[config.mk]
export PLATFORM = sky130hd
export DESIGN_NAME = uart_frame_parser
export DESIGN_NICKNAME = d
export VERILOG_FILES = /design/src/rtl/uart_pkg.sv /design/src/rtl/frame_buffer.sv /design/src/rtl/uart_frame_parser.sv
export SDC_FILE = /design/constraint.sdc
export NUM_CORES = 1
export LEC_CHECK = 0
export ABC_AREA = 1
export CORE_ASPECT_RATIO = 1.75
export CORE_MARGIN = 3
export CORE_UTILIZATION = 67
export CTS_CLUSTER_SIZE = 8
export DETAILED_ROUTE_END_ITERATION = 8
export PLACE_DENSITY = 0.81
export SKIP_CTS_REPAIR_TIMING = 1
export SYNTH_ARGS = -nofsm -noshare
export SYNTH_HDL_FRONTEND = slang
export SYNTH_SLANG_ARGS = --single-unit
[constraint.sdc]
create_clock -name clk_in -period 4.9 [get_ports clk_in]
set_input_delay 0.735 -clock clk_in [delete_from_list [all_inputs] [get_ports clk_in]]
set_output_delay 0.735 -clock clk_in [all_outputs]
set_load 0.005 [all_outputs]
[src/rtl/uart_pkg.sv]
// Shared types for the UART frame parser.
//   parser_state_e : frame delineation states
//   err_code_e     : drop reason reported with err_out
//   SYNC_WORD_DEFAULT : default frame start marker
package uart_pkg;

  typedef enum logic [2:0] {
    HUNT,
    LEN,
    PAYLOAD,
    CHECK,
    EMIT
  } parser_state_e;

  typedef enum logic [1:0] {
    ERR_LEN     = 2'd0,
    ERR_CSUM    = 2'd1,
    ERR_TIMEOUT = 2'd2,
    ERR_OVERRUN = 2'd3
  } err_code_e;

  localparam logic [15:0] SYNC_WORD_DEFAULT = 16'hA55A;

endpackage

[src/rtl/frame_buffer.sv]
// Payload store for one frame: single-port register array with synchronous
// write and registered read. The read register is cleared by reset so the
// parser's data output reads zero after reset.
// Ports:
//   clk_in, rst_in : clock, synchronous active-high reset (read register only)
//   we, re         : write enable, read enable (share addr)
//   addr           : word address
//   wdata          : write data
//   rdata          : registered read data
module frame_buffer #(
  parameter int WIDTH = 16,
  parameter int DEPTH = 32,
  parameter int AW    = (DEPTH > 1) ? $clog2(DEPTH) : 1
) (
  input  logic             clk_in,
  input  logic             rst_in,
  input  logic             we,
  input  logic             re,
  input  logic [AW-1:0]    addr,
  input  logic [WIDTH-1:0] wdata,
  output logic [WIDTH-1:0] rdata
);

  logic [WIDTH-1:0] mem [DEPTH];

  always_ff @(posedge clk_in) begin
    if (we) mem[addr] <= wdata;
  end

  always_ff @(posedge clk_in) begin
    if (rst_in)  rdata <= '0;
    else if (re) rdata <= mem[addr];
  end

endmodule

[src/rtl/uart_frame_parser.sv]
// Frame parser behind the UART receiver. Delineates SYNC, LEN, LEN payload
// words, CHECKSUM (sum of LEN and payload, mod 2^WIDTH), buffers the payload
// and streams accepted frames out on valid/ready with a last marker.
// Ports:
//   clk_in, rst_in        : clock, synchronous active-high reset
//   valid_in, data_in     : one-cycle received word strobe and word
//   data_out, valid_out   : registered payload stream
//   ready_in, last_out    : consumer ready, final-word marker
//   frame_ok_out          : pulse when a frame is accepted
//   err_out, err_code_out : pulse and reason when a frame is dropped
//
// state   | meaning
// HUNT    | waiting for SYNC_WORD, other words ignored
// LEN     | expecting the length word
// PAYLOAD | storing payload words into the buffer
// CHECK   | expecting the checksum word
// EMIT    | streaming the buffered payload to the consumer
module uart_frame_parser
  import uart_pkg::*;
#(
  parameter int               WIDTH          = 16,
  parameter int               MAX_PAYLOAD    = 32,
  parameter logic [WIDTH-1:0] SYNC_WORD      = WIDTH'(SYNC_WORD_DEFAULT),
  parameter int               TIMEOUT_CYCLES = 2_000_000
) (
  input  logic             clk_in,
  input  logic             rst_in,
  input  logic             valid_in,
  input  logic [WIDTH-1:0] data_in,
  output logic [WIDTH-1:0] data_out,
  output logic             valid_out,
  input  logic             ready_in,
  output logic             last_out,
  output logic             frame_ok_out,
  output logic             err_out,
  output logic [1:0]       err_code_out
);

  localparam int LW = $clog2(MAX_PAYLOAD + 1);
  localparam int TW = $clog2(TIMEOUT_CYCLES + 1);
  localparam int AW = (MAX_PAYLOAD > 1) ? $clog2(MAX_PAYLOAD) : 1;
  // Down-counter: loaded on each strobe, timeout fires when it sits at zero,
  // which is exactly TIMEOUT_CYCLES clocks after the strobe edge.
  localparam logic [TW-1:0] TIMER_LOAD = TW'(TIMEOUT_CYCLES - 1);

  parser_state_e    state_q, state_d;
  logic [LW-1:0]    len_q, idx_q;
  logic [WIDTH-1:0] sum_q;
  logic [TW-1:0]    timer_q;

  logic      valid_q, valid_d;
  logic      last_q, last_d;
  logic      frame_ok_q, frame_ok_d;
  logic      err_q, err_d;
  err_code_e err_code_q, err_code_d;

  logic          buf_we, buf_re;
  logic [AW-1:0] buf_addr;

  logic len_ok, csum_ok, is_last_word, emit_next_last, timer_done;

  assign len_ok         = (data_in != '0) && (data_in <= WIDTH'(MAX_PAYLOAD));
  assign csum_ok        = (data_in == sum_q);
  assign is_last_word   = (idx_q == len_q - LW'(1));
  assign emit_next_last = ((idx_q + LW'(1)) == (len_q - LW'(1)));
  assign timer_done     = (timer_q == '0);

  // state register and output registers
  always_ff @(posedge clk_in) begin
    if (rst_in) begin
      state_q    <= HUNT;
      valid_q    <= 1'b0;
      last_q     <= 1'b0;
      frame_ok_q <= 1'b0;
      err_q      <= 1'b0;
      err_code_q <= ERR_LEN;
    end else begin
      state_q    <= state_d;
      valid_q    <= valid_d;
      last_q     <= last_d;
      frame_ok_q <= frame_ok_d;
      err_q      <= err_d;
      err_code_q <= err_code_d;
    end
  end

  // next state; a strobe always takes priority over an expiring timer
  always_comb begin
    state_d = state_q;
    case (state_q)
      HUNT:    if (valid_in && data_in == SYNC_WORD) state_d = LEN;
      LEN: begin
        if (valid_in)        state_d = len_ok ? PAYLOAD : HUNT;
        else if (timer_done) state_d = HUNT;
      end
      PAYLOAD: begin
        if (valid_in) begin
          if (is_last_word) state_d = CHECK;
        end else if (timer_done) begin
          state_d = HUNT;
        end
      end
      CHECK: begin
        if (valid_in)        state_d = csum_ok ? EMIT : HUNT;
        else if (timer_done) state_d = HUNT;
      end
      EMIT:    if (ready_in && last_q) state_d = HUNT;
      default: state_d = HUNT;
    endcase
  end

  // next values of registered outputs and buffer controls
  always_comb begin
    valid_d    = valid_q;
    last_d     = last_q;
    frame_ok_d = 1'b0;
    err_d      = 1'b0;
    err_code_d = ERR_LEN;
    buf_we     = 1'b0;
    buf_re     = 1'b0;
    buf_addr   = AW'(idx_q);
    case (state_q)
      LEN: begin
        if (valid_in && !len_ok) begin
          err_d      = 1'b1;
          err_code_d = ERR_LEN;
        end else if (!valid_in && timer_done) begin
          err_d      = 1'b1;
          err_code_d = ERR_TIMEOUT;
        end
      end
      PAYLOAD: begin
        if (valid_in) begin
          buf_we = 1'b1;
        end else if (timer_done) begin
          err_d      = 1'b1;
          err_code_d = ERR_TIMEOUT;
        end
      end
      CHECK: begin
        if (valid_in) begin
          if (csum_ok) begin
            // word 0 is read now so it is on data_out with frame_ok_out
            frame_ok_d = 1'b1;
            valid_d    = 1'b1;
            last_d     = (len_q == LW'(1));
            buf_re     = 1'b1;
            buf_addr   = '0;
          end else begin
            err_d      = 1'b1;
            err_code_d = ERR_CSUM;
          end
        end else if (timer_done) begin
          err_d      = 1'b1;
          err_code_d = ERR_TIMEOUT;
        end
      end
      EMIT: begin
        if (valid_in) begin
          err_d      = 1'b1;
          err_code_d = ERR_OVERRUN;
        end
        if (ready_in) begin
          if (last_q) begin
            valid_d = 1'b0;
            last_d  = 1'b0;
          end else begin
            buf_re   = 1'b1;
            buf_addr = AW'(idx_q + LW'(1));
            last_d   = emit_next_last;
          end
        end
      end
      default: ;
    endcase
  end

  // length, index, checksum and timer
  always_ff @(posedge clk_in) begin
    if (rst_in) begin
      len_q   <= '0;
      idx_q   <= '0;
      sum_q   <= '0;
      timer_q <= '0;
    end else begin
      case (state_q)
        HUNT: if (valid_in && data_in == SYNC_WORD) timer_q <= TIMER_LOAD;
        LEN: begin
          if (valid_in) begin
            if (len_ok) begin
              len_q <= LW'(data_in);
              sum_q <= data_in;
              idx_q <= '0;
            end
            timer_q <= TIMER_LOAD;
          end else if (!timer_done) begin
            timer_q <= timer_q - TW'(1);
          end
        end
        PAYLOAD: begin
          if (valid_in) begin
            sum_q   <= sum_q + data_in;
            timer_q <= TIMER_LOAD;
            if (!is_last_word) idx_q <= idx_q + LW'(1);
          end else if (!timer_done) begin
            timer_q <= timer_q - TW'(1);
          end
        end
        CHECK: begin
          if (valid_in)           idx_q   <= '0;
          else if (!timer_done)   timer_q <= timer_q - TW'(1);
        end
        EMIT: if (ready_in && !last_q) idx_q <= idx_q + LW'(1);
        default: ;
      endcase
    end
  end

  frame_buffer #(
    .WIDTH (WIDTH),
    .DEPTH (MAX_PAYLOAD),
    .AW    (AW)
  ) u_frame_buffer (
    .clk_in (clk_in),
    .rst_in (rst_in),
    .we     (buf_we),
    .re     (buf_re),
    .addr   (buf_addr),
    .wdata  (data_in),
    .rdata  (data_out)
  );

  assign valid_out    = valid_q;
  assign last_out     = last_q;
  assign frame_ok_out = frame_ok_q;
  assign err_out      = err_q;
  assign err_code_out = err_code_q;

endmodule

==> run summary <==
initial antenna violation count -> 1
slowest library cell on the worst path -> clkdlybuf4s50_1
layout cell share with drive strength beyond 1 -> 0.0733
tool warning count -> 31
Clock Skew -> 0.0396 ns
Worst Setup End Kind -> flop
Max VDD drop -> 0.437 mV
Pint -> 8.57 mW
status -> complete, no violations
internal reg-to-reg setup slack -> 1.27 ns
mux share -> 0
gr ovfl total -> 0
Worst-path clk slew -> 0.05 ns
Final Max Tran Viols -> 0
setup TNS -> 0 ns
first-pass GRT wire length -> 113000 µm
Placed Area -> 27500 µm²
Die Span X -> 156 µm
Synth Area in Compound Gates -> 0.0347
Crit. path cell count -> 19
post-synthesis adder-cell area fraction -> 0.00980
comb area leader -> simple AND/OR/NAND/NOR gates
number of DRC markers in iteration 0 -> 2339
critical path buffer and inverter count -> 3
Synth Instances -> 2768
Total Power -> 10.8 mW
Clk pwr share -> 0.479
Synth Seq Share -> 0.641
Seq pwr share -> 0.504
switching part of the total -> 0.205
post-layout min period -> 4.17 ns
Avg Cell Area, Syn -> 9.50 µm²
leakage power -> 12.3 nW
Max Freq -> 240 MHz
yosys simple share -> 0.264
Tot GR Track Use -> 0.358
DR DRC count -> 0
Worst EP required -> 5.40 ns
Critical Path Max Stage Delay -> 0.63 ns
#FFs+latches synth -> 586
worst r2r src -> sum_q[13]$_SDFFE_PP0P_
Late-Pin Clk Latency -> 0.62 ns
most frequent CP cell -> nand2_1
vias in the first global route -> 20.3k
Yosys Warn Count -> 0
Top delay family on crit path -> simple AND/OR/NAND/NOR gates
hold slack -> 0.470 ns
drt via density -> 6.03
H-tree Lvls -> 3
Final Wtd Congestion -> 0.925
Top cells excl fill/tap -> 1252 x nand2_1, 512 x edfxtp_1, 249 x nand3_1, 145 x nor2_1, 116 x inv_1
wire per inst -> 21.9 µm
placed cell count -> 3239
element type at the critical path start -> input pin
synthesized area -> 26300 µm²
Post-DP HPWL -> 44200 µm
Sw Pwr -> 2.21 mW
FP Rows -> 95
Worst R2R Path Depth -> 18
number of antenna diodes -> 0
Die Y -> 268 µm
power by group through the flow:
stage	Clock, mW	Combinational, mW	Sequential, mW
finish	5.16	0.187	5.43
global route	5.40	0.194	5.42
CTS	5.17	0.182	5.43
detailed placement	0	0.181	5.52
global placement	0	0.178	5.52
floorplan	0	0.0379	5.53
sequential cells by signal, indices dropped and copies added, names as in the netlist:
register / count
u_frame_buffer.rdata: 16
err_out: 1
state_q: 3
u_frame_buffer.mem: 512
valid_out: 1
len_q: 6
err_code_out: 2
last_out: 1
timer_q: 21
sum_q: 16
frame_ok_out: 1
idx_q: 6
layout make-up:
cell class	instances	area share
multi-input cells	1923	0.283
well taps	485	0.0204
repair buffers	117	0.0359
clock buffers	118	0.0741
clock inverters	8	0.00395
inverters	128	0.0163
flip-flops and latches	586	0.566
worst register-to-register path: stages (launching register included):
cell and delay (ns):
dfxtp_1 0.31, ha_1 0.35, nor2_1 0.12, nand2_1 0.08, nor2_1 0.20, nand4_2 0.21, nand2_4 0.33, nand2_8 0.11
buf_12 0.25, nand3_1 0.71, nand2_1 0.08, nand2_1 0.06, nand2_1 0.05, nand2_1 0.09, nand2_1 0.10, nor2_1 0.26
nand3_1 0.11, nand2_1 0.07, inv_1 0.03
cells in the mapped netlist (all sizes together):
master	count	share of area
o22ai	6	0.0027
fa	1	0.00076
nand3b	1	0.00029
xor2	18	0.0060
o21a	3	0.00086
a21o	2	0.00057
a21oi	67	0.013
dfxtp	74	0.056
nand2	1259	0.18
nand3	251	0.048
edfxtp	512	0.58
a31oi	9	0.0021
o21ai	59	0.011
nor4	5	0.0012
clkbuf	51	0.0073
nand4	11	0.0029
nor3	19	0.0038
nor2	153	0.023
ha	19	0.0090
o211ai	4	0.0011
nor3b	5	0.0014
inv	128	0.018
o31ai	2	0.00057
a211oi	3	0.00086
a311oi	1	0.00033
buf	80	0.015
a221oi	1	0.00033
or2	7	0.0017
and3	1	0.00024
a21boi	1	0.00029
a31o	1	0.00033
o2111ai	2	0.00067
xnor2	12	0.0040
metal layers:
metal,vias up,global-route usage,share of wire
met5,-,0,0.00023
met4,2,0.237,0.071
met3,285,0.0603,0.088
met2,1153,0.597,0.50
met1,9552,0.430,0.34
li1,9310,-,-
how the worst min path moves through the flow:
| stage | depth (start not counted) | startpoint | slack (ns) | to |
|---|---|---|---|---|
| after detailed placement | 2 | timer_q[17]$_SDFFE_PP0P_ | 0.46 | timer_q[17]$_SDFFE_PP0P_ |
| after global placement | 2 | sum_q[7]$_SDFFE_PP0P_ | 0.45 | sum_q[7]$_SDFFE_PP0P_ |
| final | 2 | timer_q[17]$_SDFFE_PP0P_ | 0.47 | timer_q[17]$_SDFFE_PP0P_ |
| after CTS | 2 | timer_q[17]$_SDFFE_PP0P_ | 0.47 | timer_q[17]$_SDFFE_PP0P_ |
| after floorplan | 2 | sum_q[6]$_SDFFE_PP0P_ | 0.44 | sum_q[6]$_SDFFE_PP0P_ |
| after global routing | 2 | timer_q[17]$_SDFFE_PP0P_ | 0.48 | timer_q[17]$_SDFFE_PP0P_ |
logic make-up after synthesis:
family,after synthesis
AOI/OAI and AO/OA,161
xor gates and xnor gates,30
adders and majority gates,20
buffers and inverters,259
DFF,586
and+or+nand+nor,1712
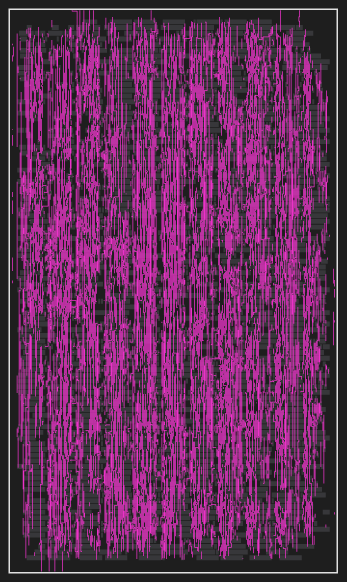
Figure 1: met2 routing.
longest straight run: 83.6 µm
nets with wire on the layer: 2227
main direction: vertical
share of all routed wire: 50%
GRT met2 Usage: 0.597
WL final: 73800 µm
via count: 20.3k

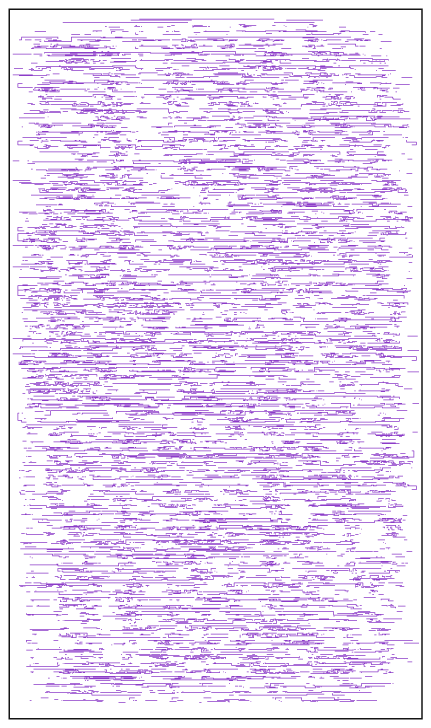
Figure 2: metal 1.
share of all routed wire: 34%
nets with wire on the layer: 2692
main direction: horizontal

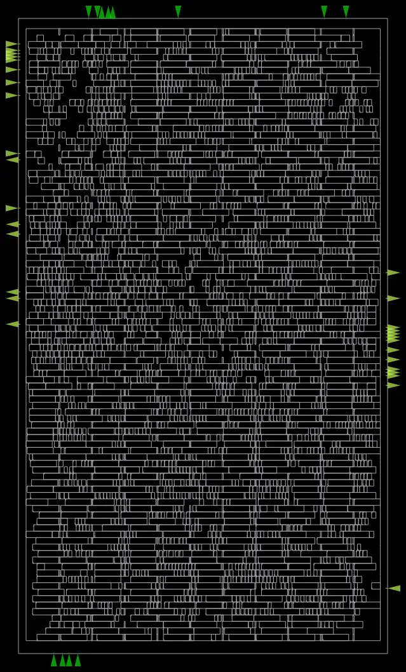
Figure 3: placement view.
Core ar.: 38600 µm²
Non-Filler Instances: 3365
filler instances: 2531
flop share of the area: 0.566

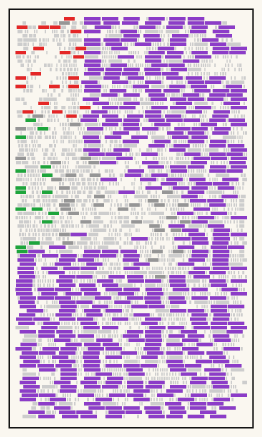
Figure 4: where the registers sit.
Other sequential cells in the stronger grey, the rest of the logic in the fainter grey.
[purple] u_frame_buffer.mem | placed flops: 512 | where: spread over the die
[green] sum_q | placed flops: 16 | where: middle left
[red] timer_q | placed flops: 21 | where: upper left

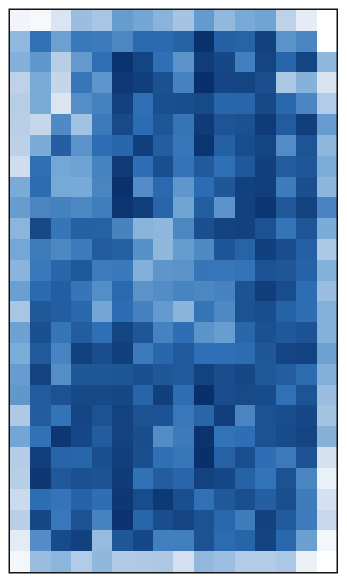
Figure 5: cell density map.
16 x 27 tiles, from white (low) to dark blue (high), 0 to 100% covered.
nearly empty tiles: 0.70%
fullest tile: 100%
tiles over 75% full: 51%
mean over tiles: 70%
emptiest ninth of the die: upper left
fp util: 0.681
fin util: 0.771

Power and IR drop assume default switching activity.
